$ cat src/rtl/ifetch_stage.sv
// Instruction fetch stage: one outstanding req/gnt/rvalid fetch into a small
// {pc, instr} FIFO toward decode, with credit-based issue and flush-kill.
//
//   state  | meaning
//   -------+-----------------------------------------------------------
//   S_IDLE | no transaction; issue next cycle if credit allows
//   S_REQ  | imem_req high, imem_addr held until imem_gnt
//   S_WAIT | granted, waiting for imem_rvalid to push into the FIFO
//   S_KILL | granted fetch was flushed; swallow its imem_rvalid
module ifetch_stage #(
   parameter int AW    = 32,
   parameter int DW    = 32,
   parameter int DEPTH = 2
) (
   input  logic          clk,
   input  logic          reset_n,
   input  logic [AW-1:0] pc_addr,
   output logic          pc_adv,
   input  logic          flush,
   output logic          imem_req,
   output logic [AW-1:0] imem_addr,
   input  logic          imem_gnt,
   input  logic          imem_rvalid,
   input  logic [DW-1:0] imem_rdata,
   output logic          id_valid,
   input  logic          id_ready,
   output logic [DW-1:0] id_instr,
   output logic [AW-1:0] id_pc
);

   localparam int PW = $clog2(DEPTH);
   localparam int CW = $clog2(DEPTH) + 1;

   typedef enum logic [1:0] {S_IDLE, S_REQ, S_WAIT, S_KILL} state_t;

   state_t        state, state_nxt;
   logic          issue, push, pop;
   logic [CW-1:0] count, occ;
   logic [PW-1:0] rd_ptr, wr_ptr;
   logic [AW-1:0] fifo_pc    [DEPTH];
   logic [DW-1:0] fifo_instr [DEPTH];

   // A granted fetch reserves its FIFO slot so the response can never overflow.
   assign occ      = count + CW'(state == S_WAIT);
   assign imem_req = (state == S_REQ);
   assign pc_adv   = (state == S_REQ) && imem_gnt && !flush;
   assign id_valid = (count != '0);
   assign id_pc    = fifo_pc[rd_ptr];
   assign id_instr = fifo_instr[rd_ptr];
   assign pop      = id_valid && id_ready && !flush;

   always_comb begin
      state_nxt = state;
      issue     = 1'b0;
      push      = 1'b0;
      case (state)
         S_IDLE: begin
            if (!flush && (occ < CW'(DEPTH))) begin
               issue     = 1'b1;
               state_nxt = S_REQ;
            end
         end
         S_REQ: begin
            if (imem_gnt)   state_nxt = flush ? S_KILL : S_WAIT;
            else if (flush) state_nxt = S_IDLE;
         end
         S_WAIT: begin
            if (imem_rvalid) begin
               push      = !flush;
               state_nxt = S_IDLE;
            end else if (flush) begin
               state_nxt = S_KILL;
            end
         end
         S_KILL: begin
            if (imem_rvalid) state_nxt = S_IDLE;
         end
         default: state_nxt = S_IDLE;
      endcase
   end

   always_ff @(posedge clk or negedge reset_n) begin
      if (!reset_n) begin
         state     <= S_IDLE;
         imem_addr <= '0;
      end else begin
         state <= state_nxt;
         if (issue) imem_addr <= pc_addr;
      end
   end

   // Flush wins over any same-cycle push or pop.
   always_ff @(posedge clk or negedge reset_n) begin
      if (!reset_n) begin
         count  <= '0;
         rd_ptr <= '0;
         wr_ptr <= '0;
         for (int i = 0; i < DEPTH; i++) begin
            fifo_pc[i]    <= '0;
            fifo_instr[i] <= '0;
         end
      end else if (flush) begin
         count  <= '0;
         rd_ptr <= '0;
         wr_ptr <= '0;
      end else begin
         if (push) begin
            fifo_pc[wr_ptr]    <= imem_addr;
            fifo_instr[wr_ptr] <= imem_rdata;
            wr_ptr             <= wr_ptr + PW'(1);
         end
         if (pop) rd_ptr <= rd_ptr + PW'(1);
         case ({push, pop})
            2'b10:   count <= count + CW'(1);
            2'b01:   count <= count - CW'(1);
            default: count <= count;
         endcase
      end
   end

endmodule
$ cat config.mk
export PLATFORM = sky130hd
export DESIGN_NAME = ifetch_stage
export DESIGN_NICKNAME = d
export VERILOG_FILES = /design/src/rtl/ifetch_stage.sv
export SDC_FILE = /design/constraint.sdc
export NUM_CORES = 1
export LEC_CHECK = 0
export ABC_AREA = 1
export CORE_ASPECT_RATIO = 1.5
export CORE_UTILIZATION = 30
export DETAILED_ROUTE_END_ITERATION = 16
export PLACE_DENSITY = 0.54
export REMOVE_ABC_BUFFERS = 1
export SYNTH_ARGS = -nofsm -noshare
export SYNTH_HDL_FRONTEND = slang
export SYNTH_SLANG_ARGS = --single-unit
$ cat constraint.sdc
create_clock -name clk -period 1.8 [get_ports clk]
set_input_delay 0.18 -clock clk [delete_from_list [all_inputs] [get_ports clk]]
set_output_delay 0.18 -clock clk [all_outputs]
set_load 0.03 [all_outputs]
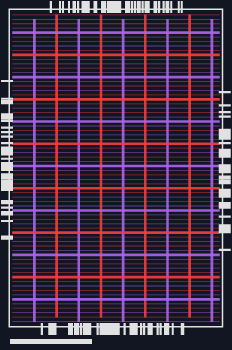
pdn.png
Scale bar: 50 microns. Pins as bars on the die edge.
VDD: shown in red. VSS: shown in purple.
70 met1 rails follow the rows. 13 straps on met5. 9 straps on met4. The core has 69 rows. 169 signal pins sit on the boundary.
Core Footprint: 23830 sq um
Chip Width: 129.6 microns

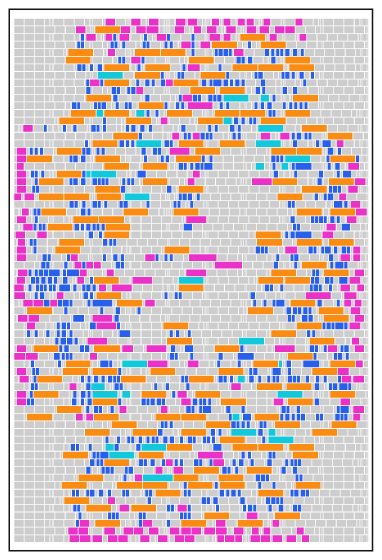
cell_classes.png
Fill, decap, tap and diode cells in grey.
clock drivers and dummy loads: shown in cyan, cells 32, share of their area 5.8%. all other logic: shown in blue, cells 674, share of their area 31%. flip-flops: shown in orange, cells 166, share of their area 42%. other buffers and delay cells: shown in magenta, cells 201, share of their area 21%.
standard-cell row count: 69
core utilization of the finished layout: 42.87%
cell area after layout: 10220 sq um
sequential portion of the cell area: 40.67%

==> notes.md <==
• **run status** complete, but fails checks
• **violations in the final reports** negative setup slack
• **met2 Track Usage GR** 28.96%
• **XOR Share, Synth** 0%
• **sequential cell count** 166
• **Crit Path Class** reg -> out
• **Leak Pwr** 5.198 nW
• **power density of the placed cells** 1769 nW/um^2
• **Die Size** 25060 sq um
• **post-cts hold buffer count** 1
• **reg-to-reg critical path endpoint** fifo_instr[37]$_DFFE_PN0P_
• **area of the multi-input gates** 2690 sq um
• **VDD IR-drop max** 767.1 uV
• **Clock H-tree levels** 4
• **Detailed Route WL** 20.26 mm
• **flip-flops with a built-in enable** 0
• **setup slack of the critical path after layout** -5.935 ps
• **total count of hold-check failures in the final report** 0
• **Setup-failing EPs final** 2
• **IO Pins** 169
Power figures rest on the tool's default switching activity, not on a simulated workload.
